**Wire density map**

The bar under the picture is 20 um long. 17 x 21 tiles, from black (low) to pale yellow (high), scaled to the fullest tile. Values are wire area over tile area, all layers added.
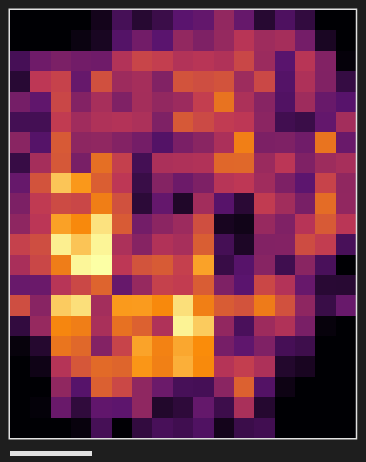
**Metal 1**

The bar under the picture is 20 um long.
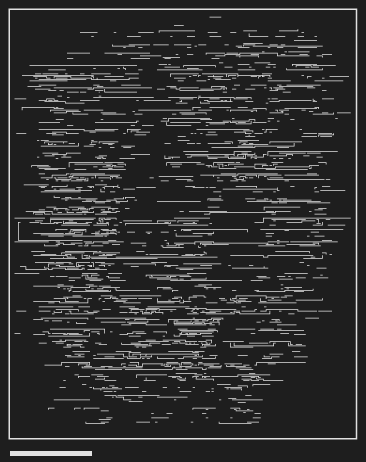
**Cell density map**

The bar under the picture is 20 um long. 8 x 10 tiles, from black (low) to pale yellow (high), 0 to 100% covered.
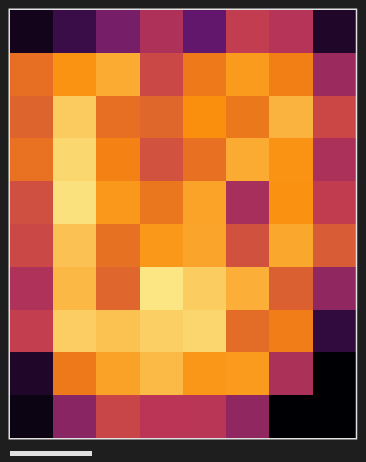
## src/rtl/nfc_ecc_wb.sv

```systemverilog
// rtl/nfc_ecc_wb.sv - ECC write-back engine: parity words to page buffer, bit corrections in page buffer
module nfc_ecc_wb #(
   parameter int DAT_WID   = 16,
   parameter int ECC_AWID  = 12,
   parameter int BUF_AWID  = 12,
   parameter int PAR_WORDS = 7,
   parameter int MAX_ERR   = 8
) (
   input  logic                clk,
   input  logic                rst_n,
   input  logic                nfc_dat_dir,
   input  logic                nfc_ecc_opt,
   input  logic                ecc_enc_rdy,
   input  logic                ecc_dec_rdy,
   input  logic [3:0]          err_cnt,
   input  logic [BUF_AWID-1:0] sec_base,
   input  logic [BUF_AWID-1:0] par_base,
   output logic                mem_if_rd,
   input  logic [DAT_WID-1:0]  mem_enc_dat,
   input  logic [ECC_AWID-1:0] mem_dec_addr,
   output logic                buf_req,
   input  logic                buf_gnt,
   output logic                buf_we,
   output logic [BUF_AWID-1:0] buf_addr,
   output logic [DAT_WID-1:0]  buf_wdat,
   input  logic [DAT_WID-1:0]  buf_rdat,
   output logic                wb_busy,
   output logic                wb_done,
   output logic                err_uncor,
   output logic [3:0]          cor_cnt
);

   localparam int IDX_W = $clog2(PAR_WORDS + 1);

   typedef enum logic [2:0] {
      IDLE, ENC_RD, ENC_WR, DEC_RD, DEC_BRD, DEC_BWR, DONE
   } state_t;

   state_t              state, state_nxt;
   logic [IDX_W-1:0]    idx;
   logic [3:0]          err_tgt;
   logic [ECC_AWID-1:0] addr_q;
   logic [DAT_WID-1:0]  wdat_q;
   logic                rd_d;
   logic                brd_d;
   logic                start;
   logic                fire;
   logic [BUF_AWID-1:0] enc_addr;
   logic [BUF_AWID-1:0] dec_addr;

   assign start    = nfc_ecc_opt && (ecc_enc_rdy || ecc_dec_rdy);
   assign fire     = buf_req && buf_gnt;
   assign enc_addr = par_base + BUF_AWID'(idx);
   assign dec_addr = sec_base + BUF_AWID'(addr_q[ECC_AWID-1:4]);
   assign wb_busy  = (state != IDLE);
   assign wb_done  = (state == DONE);

   // FIFO data and buffer read data land one cycle late, so the first cycle of
   // ENC_WR, DEC_BRD and DEC_BWR captures and keeps buf_req low.
   always_comb begin
      state_nxt = state;
      mem_if_rd = 1'b0;
      buf_req   = 1'b0;
      buf_we    = 1'b0;
      buf_addr  = '0;
      buf_wdat  = '0;
      case (state)
         IDLE: begin
            if (start) begin
               if (nfc_dat_dir)
                  state_nxt = ENC_RD;
               else if (err_cnt == 4'd0 || err_cnt > 4'(MAX_ERR))
                  state_nxt = DONE;
               else
                  state_nxt = DEC_RD;
            end
         end
         ENC_RD: begin
            mem_if_rd = 1'b1;
            state_nxt = ENC_WR;
         end
         ENC_WR: begin
            buf_req  = !rd_d;
            buf_we   = 1'b1;
            buf_addr = enc_addr;
            buf_wdat = wdat_q;
            if (!rd_d && buf_gnt)
               state_nxt = (idx + IDX_W'(1) < IDX_W'(PAR_WORDS)) ? ENC_RD : DONE;
         end
         DEC_RD: begin
            mem_if_rd = 1'b1;
            state_nxt = DEC_BRD;
         end
         DEC_BRD: begin
            buf_req  = !rd_d;
            buf_addr = dec_addr;
            if (!rd_d && buf_gnt)
               state_nxt = DEC_BWR;
         end
         DEC_BWR: begin
            buf_req  = !brd_d;
            buf_we   = 1'b1;
            buf_addr = dec_addr;
            buf_wdat = wdat_q;
            if (!brd_d && buf_gnt)
               state_nxt = (cor_cnt + 4'd1 == err_tgt) ? DONE : DEC_RD;
         end
         DONE: state_nxt = IDLE;
         default: state_nxt = IDLE;
      endcase
   end

   always_ff @(posedge clk or negedge rst_n) begin
      if (!rst_n) begin
         state     <= IDLE;
         idx       <= '0;
         err_tgt   <= '0;
         addr_q    <= '0;
         wdat_q    <= '0;
         rd_d      <= 1'b0;
         brd_d     <= 1'b0;
         err_uncor <= 1'b0;
         cor_cnt   <= '0;
      end else begin
         state <= state_nxt;
         rd_d  <= mem_if_rd;
         brd_d <= (state == DEC_BRD) && fire;
         if (state == IDLE && start) begin
            idx <= '0;
            if (!nfc_dat_dir) begin
               err_tgt   <= err_cnt;
               cor_cnt   <= '0;
               err_uncor <= (err_cnt > 4'(MAX_ERR));
            end
         end
         if (state == ENC_WR && rd_d)
            wdat_q <= mem_enc_dat;
         if (state == ENC_WR && fire)
            idx <= idx + IDX_W'(1);
         if (state == DEC_BRD && rd_d)
            addr_q <= mem_dec_addr;
         if (brd_d)
            wdat_q <= buf_rdat ^ (DAT_WID'(1) << addr_q[3:0]);
         if (state == DEC_BWR && fire)
            cor_cnt <= cor_cnt + 4'd1;
      end
   end

endmodule

```

## config.mk

```make
export PLATFORM = sky130hd
export DESIGN_NAME = nfc_ecc_wb
export DESIGN_NICKNAME = d
export VERILOG_FILES = /design/src/rtl/nfc_ecc_wb.sv
export SDC_FILE = /design/constraint.sdc
export NUM_CORES = 1
export LEC_CHECK = 0
export ABC_CLOCK_PERIOD_IN_PS = 2050
export CAP_MARGIN = 10
export CORE_ASPECT_RATIO = 1.25
export CORE_MARGIN = 2
export CORE_UTILIZATION = 42
export DETAILED_ROUTE_END_ITERATION = 10
export GPL_ROUTABILITY_DRIVEN = 0
export PLACE_DENSITY = 0.78
export SYNTH_ARGS = -nofsm -noshare
export SYNTH_HDL_FRONTEND = slang
export SYNTH_SLANG_ARGS = --single-unit
```

## constraint.sdc

```tcl
create_clock -name clk -period 2.05 [get_ports clk]
set_input_delay 0.205 -clock clk [delete_from_list [all_inputs] [get_ports clk]]
set_output_delay 0.205 -clock clk [all_outputs]
set_load 0.005 [all_outputs]
```

==> flow_summary.toml <==
# synthesis and place-and-route metrics
[timing]
timing.slew.headroom_pct = 70.5
rsz0062_at_grt = "yes"
finalClockPeriodUsage_pct = 121
hold_viol = 0
worst_slack_ps = -427
setup_viol = 10
finalSetupTns_ps = -2940
layout_min_cycle_time_ps = 2480
finClkSkew_ps = 7.71
worstMarginPinSlew_ps = 442
max_freq_mhz = 404
drv_slew = 0

[critical_path]
cp-start-kind = "flop"
cp.required_ps = 1850
r2r_setup_slack_ps = 90
arrival_ps = 2270
cp_max_fo = 2
critical_path_class = "flop to primary output"
r2r_start = "state[0]$_DFFE_PN0P_"
timing.rr.end = "cor_cnt[2]$_DFFE_PN0P_"
reg2reg_depth = 6
end_kind = "primary output"

[routing]
wl_per_cell_um = 16.1
drc_errors = 0
viasPerCell = 5.42
dr.pass1.iters = 4
wirelength_um = 10400
drtIter0Drc = 122
postRouteAntennaNets = 0
num_vias = 3523

[finish]
n_fill_cell = 598
diodes = 0
nNetsFinal = 648
lay_top_count = "clkdlybuf4s50_1"
area_growth_pct = 59.6
drive_above_1_share_pct = 28.1
final_cell_area_um2 = 5460
lay_top_cells = "clkdlybuf4s50_1, buf_4, dfrtp_1"

[clock_network]
clock_sinks = 45
clockBufferDepth = 2
cts_tree = "done"
clock_latency_ps = 300
clkTransAtPathRegs_ps = 80
cts_buffers = 5
htreeDepth = 2
cts_root_buffer = "clkbuf_8"

[floorplan]
num_rows = 36
io_pins = 117
die_area_um2 = 8890
die_h_um = 105
fp.dieW_um = 84.8

[yosys]
async_flop_share_pct = 100
ys.flops = 45
syn_area_per_cell_um2 = 9.25
flop_cell = "dfrtp_1"
yosysUniqueCellTypes = 57
yosys_warnings = 0
syn_area_um2 = 3420
syn_nets = 464
syn_inst = 370
ys_cells = 370
edf_count = 0
synth_chip_area_um2 = 3420
synth_seq_share_pct = 32.9

[global_routing]
grt_pass1_wl_um = 16800
globalRoute.totalOverflow = 0
first_global_vias = 3610
antenna_found_initial = 0
grtUsageTotal_pct = 23.1
grt_max_degree = 34

[placed_design]
preCtsSetupSlack_ps = -859
portBuffers = 116
place_area_um2 = 5000
place_hpwl_um = 7640

[min_path]
hold_class = "input pin to asynchronous set/reset pin"

[power_and_ir_drop]
ir_worst_vdd_mv = 0.728
leakagePower_uw = 0.00246
power_density_nw_per_um2 = 1160

[run_status]
status = "finished with violations"
violations = "negative setup slack"

[job]
warning_count = 28
cap_violations = 0
About 'wire density map':
The emptiest ninth of the die: south-east. The densest ninth of the die: west. 11% of the tiles are nearly empty. 28% of the tiles are over half the peak.

About 'metal 1':
578 nets have wire on it. The layer holds 39% of the routed length. The wires run mostly horizontal. The longest straight run is 26.2 um. The layer carries 4040 um of wire.

About 'cell density map':
The emptiest ninth of the die: south-east. The fullest tile reaches 94%. The mean over all tiles is 60%.
fp_density: 43.7%
Core ar.: 7840 um2
Util after Layout: 69.7%

==> cell usage after synthesis (8+ instances only) <==
cell | instances | area [um2]
dfrtp_1 | 45 | 1130
xnor2_1 | 10 | 87.6
nor3_1 | 12 | 60.1
xor2_1 | 26 | 228
nand2b_1 | 12 | 75.1
nand3_1 | 8 | 40.0
mux2_1 | 12 | 135
mux2i_1 | 20 | 200
o21ai_1 | 22 | 110
and2_1 | 21 | 131
nand2_1 | 36 | 135
nor2_1 | 13 | 48.8
a21oi_1 | 8 | 40.0
ha_1 | 13 | 163
inv_1 | 11 | 41.3
==> power breakdown <==
| part | internal [uW] | total, uW | switching [uW] |
|---|---|---|---|
| combinational | 2210 | 4010 | 1800 |
| clock | 398 | 706 | 308 |
| sequential | 1270 | 1600 | 329 |
| total | 3880 | 6320 | 2440 |
==> flip-flops by register name, summed over array words and instances (netlist names) <==
name       flops
addr_q        12
brd_d          1
cor_cnt        4
err_tgt        4
err_uncor      1
idx            3
rd_d           1
state          3
wdat_q        16
==> final cells by class <==
type | instances | area, um2 | area share [%]
Sequential cell | 45 | 1130 | 20.7
Clock buffer | 7 | 86.3 | 1.58
Clock inverter | 1 | 30.0 | 0.550
Multi-Input combinational cell | 300 | 2390 | 43.7
Timing Repair Buffer | 191 | 1670 | 30.6
Tap cell | 95 | 119 | 2.18
Inverter | 11 | 41.3 | 0.756
==> cells by family after synthesis <==
| kind of cell | share of synthesized area [%] |
|---|---|
| flip-flops | 32.9 |
| buffers and inverters | 3.55 |
| XOR/XNOR | 9.21 |
| multiplexers | 11.5 |
| AND/OR/NAND/NOR | 21.1 |
| adder cells (fa/ha/maj) | 5.92 |
| AND-OR/OR-AND | 15.8 |
==> critical path, cell delays in order (launching register included) <==
cell      delay [ps]
dfrtp_1          400
ha_2             200
fa_2             350
a21oi_2          150
o211ai_1         130
a31oi_2          240
buf_4            150
mux2i_1          180
nand2_1           70
buf_2            120
==> per-layer routing <==
metal / vias up / GRT usage [%] / share of wire, %
li1: 1692 / - / -
met5: - / 0 / 0
met4: 0 / 7.71 / 2.4
met2: 123 / 42.8 / 54
met3: 22 / 3.48 / 4.6
met1: 1686 / 26.7 / 39
==> per-stage QoR <==
step / hold WS (ps) / cells / power [uW]
after detailed placement: 179 / 615 / 5090
after CTS: 391 / 641 / 6110
final: 383 / 650 / 6320
after global placement: 163 / 615 / 4980
after floorplan: -90.6 / 370 / 3450
after global routing: 422 / 650 / 6760
==> worst max path at each step <==
stage,from,slack [ps],endpoint,depth (start not counted)
after CTS,addr_q[4]$_DFFE_PN0P_,-440,buf_addr[10],9
after global placement,sec_base[0],-790,buf_addr[8],9
after floorplan,addr_q[4]$_DFFE_PN0P_,50,buf_addr[10],7
after global routing,addr_q[4]$_DFFE_PN0P_,-570,buf_addr[10],9
after detailed placement,sec_base[0],-860,buf_addr[8],9
final,addr_q[4]$_DFFE_PN0P_,-430,buf_addr[10],9
==> what timing repair did <==
item	CTS	global route
buffers inserted	16	10
pin swaps	37	18
hold endpoints to repair	16	0
resized	104	47
endpoints found under the setup margin	30	42
hold buffers	1	0
gates cloned	1	0
No activity file was given, so power comes from the tool's default toggle rates.
